==> images/congestion.png <==
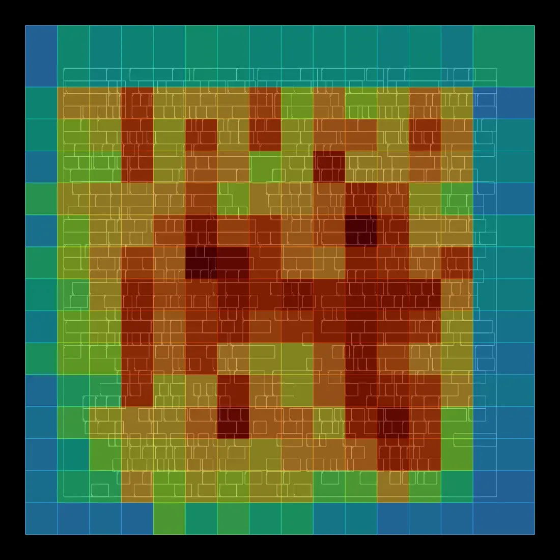
==> images/metal_density.png <==
Scale: 3 px per um. 22 x 22 tiles, from dark blue (low) to red (high), scaled to the fullest tile. Values are wire area over tile area, all layers added.
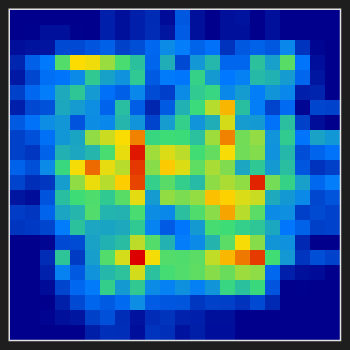
==> images/io_placement.png <==
Scale: 4 px per um. Pins as bars across the die edge, other pins in grey.
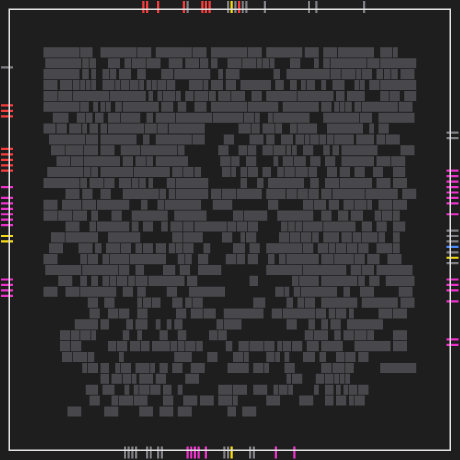
**src/rtl/id_ctrl_pkg.sv**
```systemverilog
// Shared types and sizing for the decode-stage issue controller.
// Register indices, scoreboard width and branch FSM states.
package id_ctrl_pkg;

    localparam int NUM_REGS  = 32;
    localparam int REG_IDX_W = 5;

    typedef enum logic [1:0] {
        IDLE,
        BR_WAIT,
        FLUSH
    } br_state_t;

    function automatic logic [NUM_REGS-1:0] onehot(
        input logic [REG_IDX_W-1:0] idx
    );
        return NUM_REGS'(1) << idx;
    endfunction

endpackage

```
**src/rtl/reg_scoreboard.sv**
```systemverilog
// Busy-register scoreboard with same-cycle writeback bypass.
// Flags writebacks that target a register with no pending producer.
module reg_scoreboard
    import id_ctrl_pkg::*;
(
    input  logic                 clk,
    input  logic                 rst_n,
    input  logic                 i_set,
    input  logic [REG_IDX_W-1:0] i_set_idx,
    input  logic                 i_clr,
    input  logic [REG_IDX_W-1:0] i_clr_idx,
    output logic [NUM_REGS-1:0]  o_busy,
    output logic [NUM_REGS-1:0]  o_eff_busy,
    output logic                 o_clr_err
);

    logic [NUM_REGS-1:0] r_busy;
    logic [NUM_REGS-1:0] w_set_vec;
    logic [NUM_REGS-1:0] w_clr_vec;

    assign w_set_vec = (i_set && i_set_idx != '0) ? onehot(i_set_idx) : '0;
    assign w_clr_vec = i_clr ? onehot(i_clr_idx) : '0;

    assign o_eff_busy = r_busy & ~w_clr_vec;
    assign o_clr_err  = i_clr && (i_clr_idx != '0) && !r_busy[i_clr_idx];
    assign o_busy     = r_busy;

    // OR-ing the set after the clear lets a new producer win over a retiring one
    always_ff @(posedge clk or negedge rst_n) begin
        if (!rst_n) begin
            r_busy <= '0;
        end else begin
            r_busy <= o_eff_busy | w_set_vec;
        end
    end

endmodule

```
**src/rtl/id_issue_ctrl.sv**
```systemverilog
// Decode-stage issue controller: RAW/WAW stall via scoreboard,
// branch hold/flush sequencing, stall counter and sticky error flag.
module id_issue_ctrl
    import id_ctrl_pkg::*;
#(
    parameter int CNT_W      = 16,
    parameter int BR_TIMEOUT = 15
) (
    input  logic                 clk,
    input  logic                 reset,
    input  logic                 id_valid,
    input  logic [REG_IDX_W-1:0] rs1,
    input  logic [REG_IDX_W-1:0] rs2,
    input  logic [REG_IDX_W-1:0] rd,
    input  logic                 uses_rs1,
    input  logic                 uses_rs2,
    input  logic                 reg_write,
    input  logic                 branch,
    input  logic                 wb_valid,
    input  logic [REG_IDX_W-1:0] wb_rd,
    input  logic                 br_resolve,
    input  logic                 br_taken,
    output logic                 issue,
    output logic                 stall,
    output logic                 pc_hold,
    output logic                 flush,
    output logic [NUM_REGS-1:0]  busy_mask,
    output logic [CNT_W-1:0]     stall_count,
    output logic                 sb_err
);

    localparam int TO_W = $clog2(BR_TIMEOUT + 1);
    localparam logic [TO_W-1:0] TO_MAX = TO_W'(BR_TIMEOUT);

    br_state_t           r_state;
    logic [TO_W-1:0]     r_to_cnt;
    logic                r_pc_hold;
    logic                r_flush;
    logic [CNT_W-1:0]    r_stall_cnt;
    logic                r_sb_err;

    logic [NUM_REGS-1:0] w_busy;
    logic [NUM_REGS-1:0] w_eff_busy;
    logic                w_clr_err;
    logic                w_hz;
    logic                w_issue;
    logic                w_stall;
    logic [TO_W-1:0]     w_to_next;
    logic                w_to_hit;
    logic                w_br_err;

    reg_scoreboard u_sb (
        .clk        (clk),
        .rst_n      (reset),
        .i_set      (w_issue & reg_write),
        .i_set_idx  (rd),
        .i_clr      (wb_valid),
        .i_clr_idx  (wb_rd),
        .o_busy     (w_busy),
        .o_eff_busy (w_eff_busy),
        .o_clr_err  (w_clr_err)
    );

    assign w_hz = (uses_rs1  && rs1 != '0 && w_eff_busy[rs1])
                | (uses_rs2  && rs2 != '0 && w_eff_busy[rs2])
                | (reg_write && rd  != '0 && w_eff_busy[rd]);

    // Gating with reset keeps the handshakes quiet while reset is held
    assign w_issue = reset && id_valid && !w_hz && (r_state == IDLE);
    assign w_stall = reset && id_valid && !w_issue;

    assign w_to_next = r_to_cnt + TO_W'(1);
    assign w_to_hit  = (r_state == BR_WAIT) && !br_resolve
                    && (w_to_next == TO_MAX);
    assign w_br_err  = br_resolve && (r_state != BR_WAIT);

    always_ff @(posedge clk or negedge reset) begin
        if (!reset) begin
            r_state   <= IDLE;
            r_to_cnt  <= '0;
            r_pc_hold <= 1'b0;
            r_flush   <= 1'b0;
        end else begin
            r_flush <= 1'b0;
            unique case (r_state)
                IDLE: begin
                    if (w_issue && branch) begin
                        r_state   <= BR_WAIT;
                        r_to_cnt  <= '0;
                        r_pc_hold <= 1'b1;
                    end
                end
                BR_WAIT: begin
                    if (br_resolve && br_taken) begin
                        r_state <= FLUSH;
                        r_flush <= 1'b1;
                    end else if (br_resolve || w_to_hit) begin
                        r_state   <= IDLE;
                        r_pc_hold <= 1'b0;
                    end else begin
                        r_to_cnt <= w_to_next;
                    end
                end
                FLUSH: begin
                    r_state   <= IDLE;
                    r_pc_hold <= 1'b0;
                end
                default: begin
                    r_state   <= IDLE;
                    r_pc_hold <= 1'b0;
                end
            endcase
        end
    end

    always_ff @(posedge clk or negedge reset) begin
        if (!reset) begin
            r_stall_cnt <= '0;
            r_sb_err    <= 1'b0;
        end else begin
            if (w_stall && r_stall_cnt != '1) begin
                r_stall_cnt <= r_stall_cnt + CNT_W'(1);
            end
            if (w_clr_err || w_to_hit || w_br_err) begin
                r_sb_err <= 1'b1;
            end
        end
    end

    assign issue       = w_issue;
    assign stall       = w_stall;
    assign pc_hold     = r_pc_hold;
    assign flush       = r_flush;
    assign busy_mask   = w_busy;
    assign stall_count = r_stall_cnt;
    assign sb_err      = r_sb_err;

endmodule

```
**config.mk**
```make
export PLATFORM = sky130hd
export DESIGN_NAME = id_issue_ctrl
export DESIGN_NICKNAME = d
export VERILOG_FILES = /design/src/rtl/id_ctrl_pkg.sv /design/src/rtl/reg_scoreboard.sv /design/src/rtl/id_issue_ctrl.sv
export SDC_FILE = /design/constraint.sdc
export NUM_CORES = 1
export LEC_CHECK = 0
export CAP_MARGIN = 15
export CORE_MARGIN = 8
export CORE_UTILIZATION = 45
export DETAILED_ROUTE_END_ITERATION = 16
export GPL_TIMING_DRIVEN = 1
export PLACE_DENSITY = 0.71
export SYNTH_ARGS = -nofsm -noshare
export SYNTH_HDL_FRONTEND = slang
export SYNTH_SLANG_ARGS = --single-unit
```
**constraint.sdc**
```tcl
create_clock -name clk -period 3.8 [get_ports clk]
set_input_delay 0.57 -clock clk [delete_from_list [all_inputs] [get_ports clk]]
set_output_delay 0.57 -clock clk [all_outputs]
set_load 0.01 [all_outputs]
```
==> impl_metrics.py <==
# Flow results
metrics = {
    "status": {
        "status": "complete, no violations",
    },
    "routing": {
        "highest_layer": "met4",
        "num_vias": 4521,
        "drt-met1-wl_mm": 6.77,
        "drtIter0Drc": 415,
    },
    "yosys": {
        "mux_area_share_pct": 11.5,
        "ys_cells": 421,
        "syn-num-nets": 454,
        "yosys.cell_types.count": 65,
        "ys_ff": 57,
        "simple_gate_share_pct": 23.4,
        "async_flop_share_pct": 100,
        "ys_seq_share_pct": 36.0,
        "synthTopCellsByArea": "dfrtp_1, mux4_2, o21ai_1",
        "ys_sh_xor_pct": 3.75,
    },
    "power_and_ir_drop": {
        "cellLeakagePower_nw": 2.36,
        "vdd_ir_drop_max_uv": 410,
        "pg_comb_uw": 695,
        "power_frac_clock_pct": 31.4,
        "total_power_mw": 2.16,
        "power.switching_uw": 705,
    },
    "die": {
        "fp-utilization_pct": 45.9,
        "die-area_sq_um": 12100,
        "num_rows": 34,
        "io_pins": 83,
    },
    "cells_and_area": {
        "comb_share_pct": 41.5,
        "final_area_sq_um": 5960,
        "logic_gate_count": 330,
        "inverters": 11,
        "drive_gt1_share_pct": 30.0,
        "signal_buffers": 195,
        "lay_top_cells": "buf_4, clkdlybuf4s50_1, dfrtp_1",
        "area_growth_pct": 50.3,
        "nClkBuffers": 12,
        "instances_no_fill": 717,
    },
    "worst_setup_path": {
        "cp_common_cell": "nand4_1",
        "crit_fanout": 8,
        "timing.rr.end": "r_to_cnt[2]",
        "worst-path-stages": 11,
        "endpoint_kind": "output port",
        "worstSetupPathType": "input pin to output port",
        "slowest_stage": "a2111oi_4",
        "r2r_start": "u_sb.o_busy[26]",
    },
    "global_route": {
        "overflow": 0,
        "grt_pass1_wl_mm": 26.0,
        "grt_max_degree": 59,
    },
    "clock_network": {
        "root_buffer": "clkbuf_8",
        "clk_pin_slew_ns": 0.08,
        "cts-resized-gates": 34,
    },
    "flow_run": {
        "warning_count": 27,
    },
    "final_timing": {
        "hold_viol": 0,
        "final-max-slew-violation-count": 0,
    },
    "placement": {
        "dpl_worst_slack_ns": -0.677,
        "io_buffers": 82,
    },
    "hold_path": {
        "hold_class": "input pin to asynchronous set/reset pin",
    },
}
About congestion.png:
fin util: 69.0%
routed len/inst: 23.3 um
met2 GRT Util: 44.2%
Total GRT Usage: 28.7%
gr busiest metal: met2

About metal_density.png:
mean over tiles: 0.24
densest ninth of the die: middle
fullest tile: 0.83
nearly empty tiles: 15%

About io_placement.png:
[blue] `wb_valid` | pins: 1 | direction: input | edge: right
[red] `stall_count` | pins: 16 | direction: output | edge: 8 left, 8 top
[magenta] `busy_mask` | pins: 32 | direction: output | edge: 14 right, 11 left, 7 bottom
[yellow] `rd` | pins: 5 | direction: input | edge: 2 left, 1 right, 1 bottom, 1 top

